===== src/rtl/onehot_decoder_fifo_if.sv =====
// Valid/ready bus bundle for the one-hot decoder FIFO: code intake and one-hot delivery.
interface onehot_decoder_fifo_if #(
    parameter int IN_W = 2
);
    localparam int OUT_W = 2 ** IN_W;

    logic             in_valid;
    logic [IN_W-1:0]  in_code;
    logic             in_ready;
    logic             out_valid;
    logic [OUT_W-1:0] out_onehot;
    logic             out_ready;

    // Producer/consumer side: supplies codes and accepts one-hot words.
    modport master (
        output in_valid, in_code, out_ready,
        input  in_ready, out_valid, out_onehot
    );

    // Decoder side.
    modport slave (
        input  in_valid, in_code, out_ready,
        output in_ready, out_valid, out_onehot
    );
endinterface


===== src/rtl/onehot_decoder_fifo.sv =====
// Registered binary-to-one-hot decoder: buffers binary codes in a small FIFO,
// decodes the head entry on the read side and counts hits per output line.
module onehot_decoder_fifo #(
    parameter int IN_W  = 2,
    parameter int DEPTH = 2,
    parameter int CNT_W = 8
) (
    input  logic                            clk,
    input  logic                            rst,
    input  logic                            en,
    input  logic                            clr_cnt,
    onehot_decoder_fifo_if.slave            io,
    output logic [$clog2(DEPTH):0]          level,
    output logic [(2**IN_W)*CNT_W-1:0]      hit_cnt
);
    localparam int OUT_W = 2 ** IN_W;
    localparam int PTR_W = $clog2(DEPTH);
    localparam int LVL_W = PTR_W + 1;
    localparam logic [LVL_W-1:0] FULL = LVL_W'(DEPTH);

    logic [IN_W-1:0]  mem [DEPTH];
    logic [PTR_W-1:0] wr_ptr;
    logic [PTR_W-1:0] rd_ptr;
    logic [CNT_W-1:0] cnt [OUT_W];
    logic [IN_W-1:0]  head;
    logic             push;
    logic             pop;

    // Handshake decode; in_ready depends only on registered level, never on out_ready.
    always_comb begin
        io.in_ready  = !rst && en && (level < FULL);
        io.out_valid = (level != '0);
        head         = mem[rd_ptr];
        push         = io.in_valid && io.in_ready;
        pop          = io.out_valid && io.out_ready;
    end

    // Read-side decode of the head code; zero while the FIFO is empty.
    always_comb begin
        io.out_onehot = '0;
        if (io.out_valid) begin
            io.out_onehot = OUT_W'(1) << head;
        end
    end

    // Code storage; contents need no reset since level gates visibility.
    always_ff @(posedge clk) begin
        if (push) begin
            mem[wr_ptr] <= io.in_code;
        end
    end

    // Pointers and occupancy; pointers wrap naturally because DEPTH is a power of two.
    always_ff @(posedge clk) begin
        if (rst) begin
            wr_ptr <= '0;
            rd_ptr <= '0;
            level  <= '0;
        end else begin
            if (push) begin
                wr_ptr <= wr_ptr + 1'b1;
            end
            if (pop) begin
                rd_ptr <= rd_ptr + 1'b1;
            end
            case ({push, pop})
                2'b10:   level <= level + 1'b1;
                2'b01:   level <= level - 1'b1;
                default: level <= level;
            endcase
        end
    end

    // Saturating per-line hit counters; clear takes priority over a pop.
    always_ff @(posedge clk) begin
        if (rst || clr_cnt) begin
            for (int unsigned i = 0; i < OUT_W; i++) begin
                cnt[i] <= '0;
            end
        end else if (pop && (cnt[head] != '1)) begin
            cnt[head] <= cnt[head] + 1'b1;
        end
    end

    // Pack counters: line i occupies bits [i*CNT_W +: CNT_W].
    always_comb begin
        hit_cnt = '0;
        for (int unsigned i = 0; i < OUT_W; i++) begin
            hit_cnt[i*CNT_W +: CNT_W] = cnt[i];
        end
    end
endmodule


===== src/flat_wrapper.sv =====
// flat-port wrapper written by rule: the top's interface ports become plain ports
module onehot_decoder_fifo_flat 
#(
    parameter int IN_W  = 2,
    parameter int DEPTH = 2,
    parameter int CNT_W = 8
)
  (clk, rst, en, clr_cnt, level, hit_cnt, io_in_valid, io_in_code, io_out_ready, io_in_ready, io_out_valid, io_out_onehot);
  onehot_decoder_fifo_if #(.IN_W(IN_W)) io_i ();
  input  logic clk;
  input  logic rst;
  input  logic en;
  input  logic clr_cnt;
  output logic [$clog2(DEPTH):0] level;
  output logic [(2**IN_W)*CNT_W-1:0] hit_cnt;
  input wire logic [$bits(io_i.in_valid)-1:0] io_in_valid;
  input wire logic [$bits(io_i.in_code)-1:0] io_in_code;
  input wire logic [$bits(io_i.out_ready)-1:0] io_out_ready;
  output wire logic [$bits(io_i.in_ready)-1:0] io_in_ready;
  output wire logic [$bits(io_i.out_valid)-1:0] io_out_valid;
  output wire logic [$bits(io_i.out_onehot)-1:0] io_out_onehot;
  assign io_i.in_valid = io_in_valid;
  assign io_i.in_code = io_in_code;
  assign io_i.out_ready = io_out_ready;
  assign io_in_ready = io_i.in_ready;
  assign io_out_valid = io_i.out_valid;
  assign io_out_onehot = io_i.out_onehot;
  onehot_decoder_fifo #(.IN_W(IN_W), .DEPTH(DEPTH), .CNT_W(CNT_W)) u_core (.clk(clk), .rst(rst), .en(en), .clr_cnt(clr_cnt), .io(io_i), .level(level), .hit_cnt(hit_cnt));
endmodule

===== config.mk =====
export PLATFORM = sky130hd
export DESIGN_NAME = onehot_decoder_fifo_flat
export DESIGN_NICKNAME = d
export VERILOG_FILES = /design/src/rtl/onehot_decoder_fifo_if.sv /design/src/rtl/onehot_decoder_fifo.sv /design/src/flat_wrapper.sv
export SDC_FILE = /design/constraint.sdc
export NUM_CORES = 1
export LEC_CHECK = 0
export CORE_AREA = 2 2 67 69
export CTS_BUF_LIST = sky130_fd_sc_hd__clkbuf_8
export DETAILED_ROUTE_END_ITERATION = 8
export DIE_AREA = 0 0 69 71
export GPL_ROUTABILITY_DRIVEN = 0
export GPL_TIMING_DRIVEN = 1
export PLACE_DENSITY = 0.85
export SKIP_CTS_REPAIR_TIMING = 1
export SYNTH_ARGS = -nofsm -noshare
export SYNTH_HDL_FRONTEND = slang
export SYNTH_SLANG_ARGS = --single-unit

===== constraint.sdc =====
create_clock -name clk -period 5.5 [get_ports clk]
set_clock_uncertainty 0.15 [all_clocks]
set_input_delay 0.55 -clock clk [delete_from_list [all_inputs] [get_ports clk]]
set_output_delay 0.55 -clock clk [all_outputs]
set_load 0.005 [all_outputs]

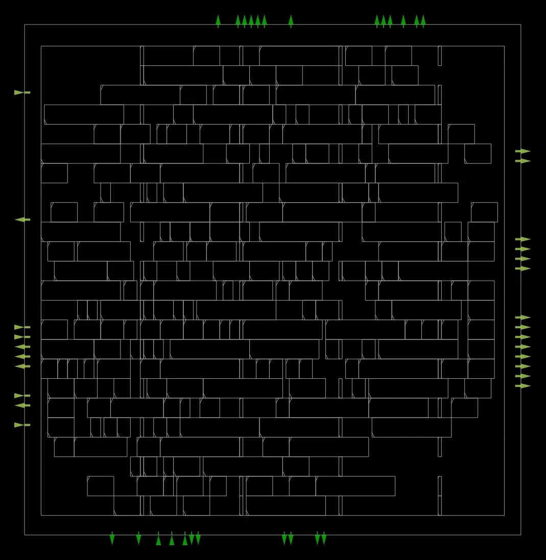
(run_1/final_placement.png)
Finished Layout Cells: 276
core area: 4200 um^2
Layout Utilization: 68.2%
n_taps: 52

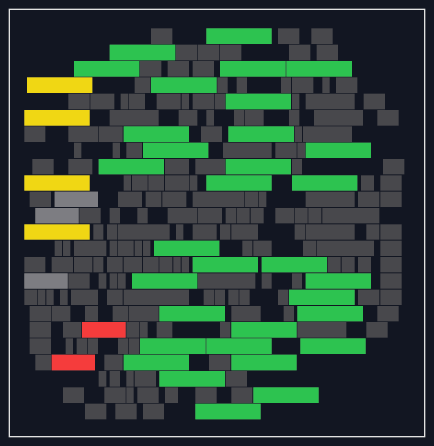
(run_1/registers.png)
Drawn at 6 px/um. Other sequential cells in the stronger grey, the rest of the logic in the fainter grey.
Key: yellow = `u_core.mem` [placed flops 4]; green = `u_core.cnt` [placed flops 32]; red = `u_core.level` [placed flops 2]
Another 3 sequential cells are not coloured.
total sequential power: 0.000378 W
flop share of the area: 41.2%
register area: 1180 um^2

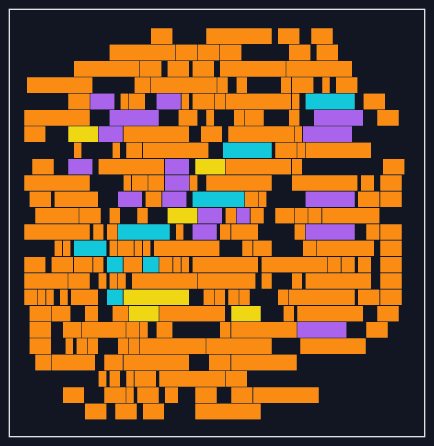
(run_1/drive_strength.png)
Drawn at 6 px/um.
Key: orange = drive 1 or less [cells 193, share 86%, most used clkdlybuf4s50_1]; yellow = drive 6 and up [cells 6, share 2.7%, most used clkbuf_8]; purple = drive 2 [cells 17, share 7.6%]; cyan = drive 3 to 4 [cells 8, share 3.6%, most used buf_4]
P&R area growth vs syn: 25.5%
post-route cell area: 2870 um^2
buffers outside the clock class: 50
final worst setup slack: 1920 ps

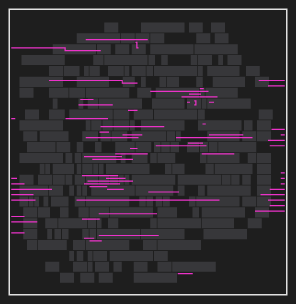
(run_1/met3.png)
Drawn at 4 px/um.
53 nets have wire on it. The longest straight run is 35.4 um. The wires run mostly horizontal. The layer holds 8.3% of the routed length.

==> results.sh, run 1 <==
# implementation run metrics
export IMPL_synth_xor_xnor_area_share_pct=3.07
export IMPL_dieWidth_um=69
export IMPL_pwr_share_seq_pct=48.5
export IMPL_largestRegisters="u_core.cnt x32, u_core.mem x4, u_core.level x2"
export IMPL_fillers=317
export IMPL_cts_tree="done"
export IMPL_crit_type="reg2reg"
export IMPL_end_kind="register"
export IMPL_ys_dominant_reg_cell="edfxtp_1"
export IMPL_dr_pass1_iters=5
export IMPL_routed_wl_um=5330
export IMPL_cts_sinks=41
export IMPL_synthTopLogicFamily="simple AND/OR/NAND/NOR gates"
export IMPL_die_y_um=71
export IMPL_cts_htree_levels=2
export IMPL_mi_logic_area_um2=1010
export IMPL_grt_pass1_wl_um=8650
export IMPL_clkTransAtPathRegs_ps=70
export IMPL_use_met1_pct=27.3
export IMPL_post_route_min_period_ps=3580
export IMPL_power_density_nw_per_um2=271
export IMPL_via_per_inst=6.16
export IMPL_layout_cells_most_common="clkdlybuf4s50_1"
export IMPL_flop_count=41
export IMPL_nonClockInverterCount=2
export IMPL_ys_seq_share_pct=51.7
export IMPL_switching_power_w=0.000203
export IMPL_combPwrFrac_pct=21.5
export IMPL_fp_nets=183
export IMPL_p_sw_share_pct=26.1
export IMPL_wl_met2_um=2800
export IMPL_worstReg2RegEnd="u_core.cnt[0][7]$_SDFFCE_PN0P_"
export IMPL_dp_hpwl_um=3930
export IMPL_ys_flops=41
export IMPL_status="finished, final reports clean"
export IMPL_clk_latency_ps=290
export IMPL_cts_buffer_depth=2
export IMPL_top_cells_by_area="edfxtp_1, mux4_2, nor3_1"
export IMPL_hold_slack_ps=382
export IMPL_drive_gt1_share_pct=13.8
export IMPL_dieArea_um2=4900
export IMPL_rr_worst_depth=6
export IMPL_crit_family="multiplexers"
export IMPL_regMostFlops="u_core.cnt"
export IMPL_dp_cells=268
==> run_1/cell_classes.png <==
Drawn at 6 px/um.
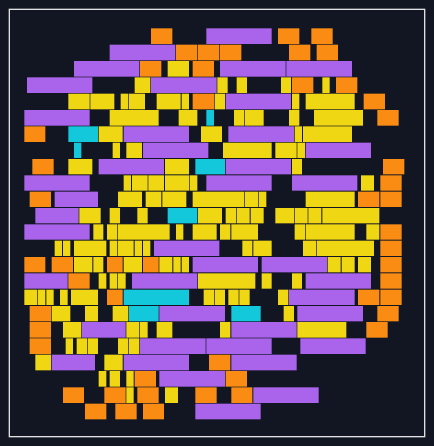

## Run 2: what changed since run 1
--- a/config.mk
+++ b/config.mk
@@ -5,13 +5,13 @@
 export SDC_FILE = /design/constraint.sdc
 export NUM_CORES = 1
 export LEC_CHECK = 0
-export CORE_AREA = 2 2 67 69
+export CORE_AREA = 2 2 73 75
 export CTS_BUF_LIST = sky130_fd_sc_hd__clkbuf_8
 export DETAILED_ROUTE_END_ITERATION = 8
-export DIE_AREA = 0 0 69 71
+export DIE_AREA = 0 0 75 77
 export GPL_ROUTABILITY_DRIVEN = 0
 export GPL_TIMING_DRIVEN = 1
-export PLACE_DENSITY = 0.85
+export PLACE_DENSITY = 0.76
 export SKIP_CTS_REPAIR_TIMING = 1
 export SYNTH_ARGS = -nofsm -noshare
 export SYNTH_HDL_FRONTEND = slang
==> constraint.sdc (replaced) <==
create_clock -name clk -period 3.09 [get_ports clk]
set_clock_uncertainty 0.15 [all_clocks]
set_input_delay 0.309 -clock clk [delete_from_list [all_inputs] [get_ports clk]]
set_output_delay 0.309 -clock clk [all_outputs]
set_load 0.005 [all_outputs]
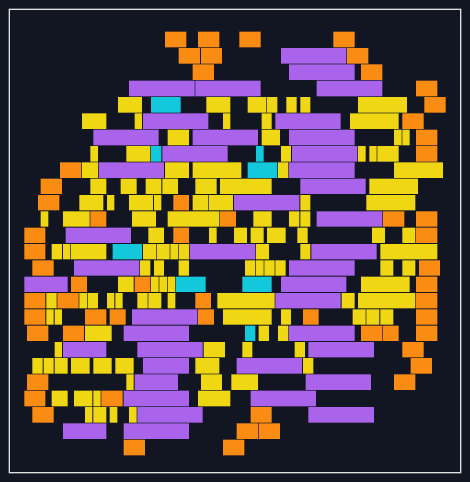
(run_2/cell_classes.png)
Drawn at 6 px/um.
Key: yellow = all other logic [cells 125, share of their area 36%]; purple = flip-flops [cells 41, share of their area 41%]; cyan = clock drivers and dummy loads [cells 8, share of their area 2.9%]; orange = other buffers and delay cells [cells 58, share of their area 19%]

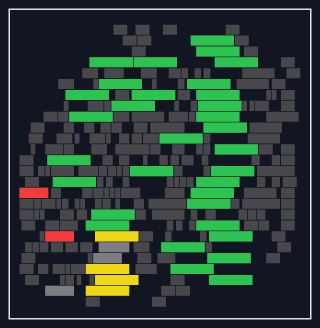
(run_2/registers.png)
Drawn at 4 px/um. Other sequential cells in the stronger grey, the rest of the logic in the fainter grey.
Key: red = `u_core.level` [placed flops 2]; green = `u_core.cnt` [placed flops 32]; yellow = `u_core.mem` [placed flops 4]
Another 3 sequential cells are not coloured.
total sequential power: 0.000673 W
Layout Utilization: 59.1%
register area: 1180 um^2
flop share of the area: 40.2%

==> run 2 against run 1 <==
Sequential share of layout area decreased by 0.97 points; setup slack lost 1800 ps; core utilization shrank 9.1 points; clock-buffer cell count unchanged; power grew 69%; area after synthesis stayed put; clock power grew 42%; worst hold slack barely moved; critical path type unchanged; critical endpoint is now u_core.cnt[3][3]$_DFFE_PP_; largest power group unchanged; highest routed layer unchanged.
==> results.sh, run 2 <==
# implementation run metrics
export IMPL_fp_nets=183
export IMPL_clkTransAtPathRegs_ps=70
export IMPL_cts_htree_levels=2
export IMPL_pwr_share_seq_pct=51.0
export IMPL_ys_seq_share_pct=51.7
export IMPL_clk_latency_ps=290
export IMPL_cts_sinks=41
export IMPL_ys_area_um2=2290
export IMPL_cts_tree="done"
export IMPL_synth_xor_xnor_area_share_pct=3.07
export IMPL_dp_hpwl_um=4120
export IMPL_p_sw_share_pct=27.7
export IMPL_finalWorstSetupSlack_ps=159
export IMPL_worstReg2RegEnd="u_core.cnt[3][3]$_DFFE_PP_"
export IMPL_post_route_min_period_ps=2930
export IMPL_cts_buffer_depth=2
export IMPL_nonClockInverterCount=2
export IMPL_power_density_nw_per_um2=448
export IMPL_status="finished, final reports clean"
export IMPL_die_y_um=77
export IMPL_rr_worst_depth=8
export IMPL_crit_type="reg2reg"
export IMPL_layout_cells_most_common="clkdlybuf4s50_1"
export IMPL_regMostFlops="u_core.cnt"
export IMPL_drive_gt1_share_pct=18.5
export IMPL_ys_dominant_reg_cell="edfxtp_1"
export IMPL_crit_family="multiplexers"
export IMPL_hold_slack_ps=382
export IMPL_end_kind="register"
export IMPL_via_per_inst=5.74
export IMPL_combPwrFrac_pct=23.9
export IMPL_grt_pass1_wl_um=8350
export IMPL_dieArea_um2=5780
export IMPL_use_met1_pct=26.0
export IMPL_final_area_um2=2940
export IMPL_wl_met2_um=2670
export IMPL_routed_wl_um=5340
export IMPL_fillers=426
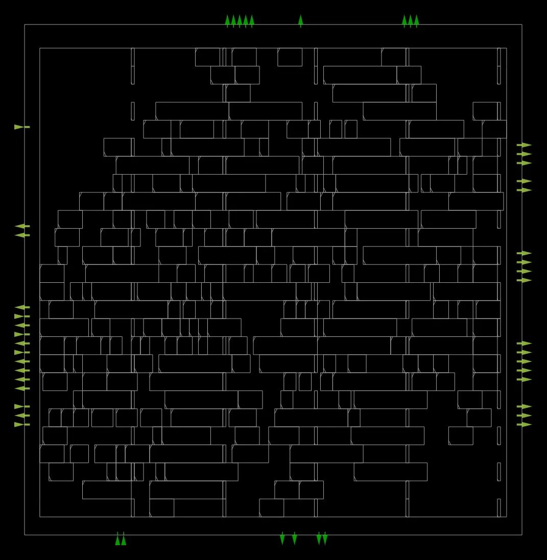
(run_2/final_placement.png)
Finished Layout Cells: 302
core area: 4980 um^2
flop count: 41
n_taps: 70
Rows: 26

## Run 3: what changed since run 2
--- a/config.mk
+++ b/config.mk
@@ -13,6 +13,7 @@
 export GPL_TIMING_DRIVEN = 1
 export PLACE_DENSITY = 0.76
 export SKIP_CTS_REPAIR_TIMING = 1
+export SKIP_LAST_GASP = 1
 export SYNTH_ARGS = -nofsm -noshare
 export SYNTH_HDL_FRONTEND = slang
 export SYNTH_SLANG_ARGS = --single-unit
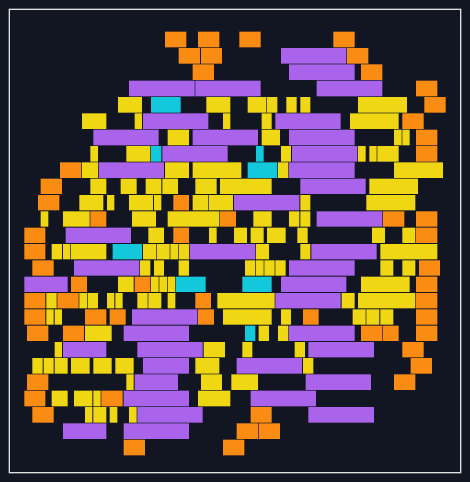
(run_3/cell_classes.png)
Drawn at 6 px/um.
Key: cyan = clock drivers and dummy loads [cells 8, share of their area 2.9%]; purple = flip-flops [cells 41, share of their area 41%]; orange = other buffers and delay cells [cells 58, share of their area 19%]; yellow = all other logic [cells 125, share of their area 36%]

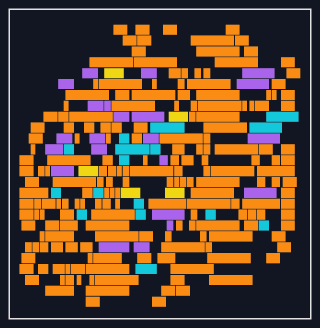
(run_3/drive_strength.png)
Drawn at 4 px/um.
Key: cyan = drive 3 to 4 [cells 16, share 6.9%, most used buf_4]; yellow = drive 6 and up [cells 5, share 2.2%, most used clkbuf_8]; orange = drive 1 or less [cells 189, share 81%, most used clkdlybuf4s50_1]; purple = drive 2 [cells 22, share 9.5%]
post-route cell area: 2940 um^2
final worst setup slack: 159 ps
P&R area growth vs syn: 28.6%
buffers outside the clock class: 58

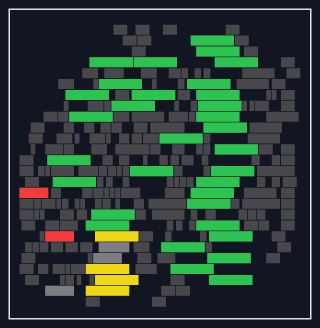
(run_3/registers.png)
Drawn at 4 px/um. Other sequential cells in the stronger grey, the rest of the logic in the fainter grey.
Key: red = `u_core.level` [placed flops 2]; green = `u_core.cnt` [placed flops 32]; yellow = `u_core.mem` [placed flops 4]

==> run 3 against run 2 <==
Maximum frequency stayed put; via count did not move; register-to-register slack is essentially flat.
==> results.sh, run 3 <==
# implementation run metrics
export IMPL_status="finished, final reports clean"
export IMPL_rr_worst_depth=8
export IMPL_nonClockInverterCount=2
export IMPL_maxSlewViolCount=0
export IMPL_die_y_um=77
export IMPL_switching_power_w=0.000365
export IMPL_drive_gt1_share_pct=18.5
export IMPL_ys_area_um2=2290
export IMPL_wl_met2_um=2670
export IMPL_end_kind="register"
export IMPL_grt_busiest_layer="met2"
export IMPL_clkTransAtPathRegs_ps=70
export IMPL_seq_share_pct=40.2
export IMPL_use_met1_pct=26.0
export IMPL_cts_sinks=41
export IMPL_pwr_share_seq_pct=51.0
export IMPL_crit_family="multiplexers"
export IMPL_cts_htree_levels=2
export IMPL_ys_dominant_reg_cell="edfxtp_1"
export IMPL_fp_nets=183
export IMPL_routed_wl_um=5340
export IMPL_cts_buffer_depth=2
export IMPL_fin_cells=302
export IMPL_regArea_um2=1180
export IMPL_regMostFlops="u_core.cnt"
export IMPL_powerSeq_w=0.000673
export IMPL_via_per_inst=5.74
export IMPL_power_density_nw_per_um2=448
export IMPL_num_rows=26
export IMPL_grt_pass1_wl_um=8350
export IMPL_tap_cell_count=70
export IMPL_layout_cells_most_common="clkdlybuf4s50_1"
export IMPL_hold_slack_ps=382
export IMPL_fillers=426
export IMPL_cp_buffers_inverters=2
export IMPL_clk_latency_ps=290
export IMPL_comb_cell_power_w=0.000315
export IMPL_clock_buffers=5
export IMPL_yosysMostFrequentCell="edfxtp_1"
export IMPL_dp_hpwl_um=4120
export IMPL_cts_tree="done"
export IMPL_ys_seq_share_pct=51.7
export IMPL_p_sw_share_pct=27.7
export IMPL_dieArea_um2=5780
export IMPL_combPwrFrac_pct=23.9
export IMPL_synth_xor_xnor_area_share_pct=3.07
No activity file was given, so power comes from the tool's default toggle rates.
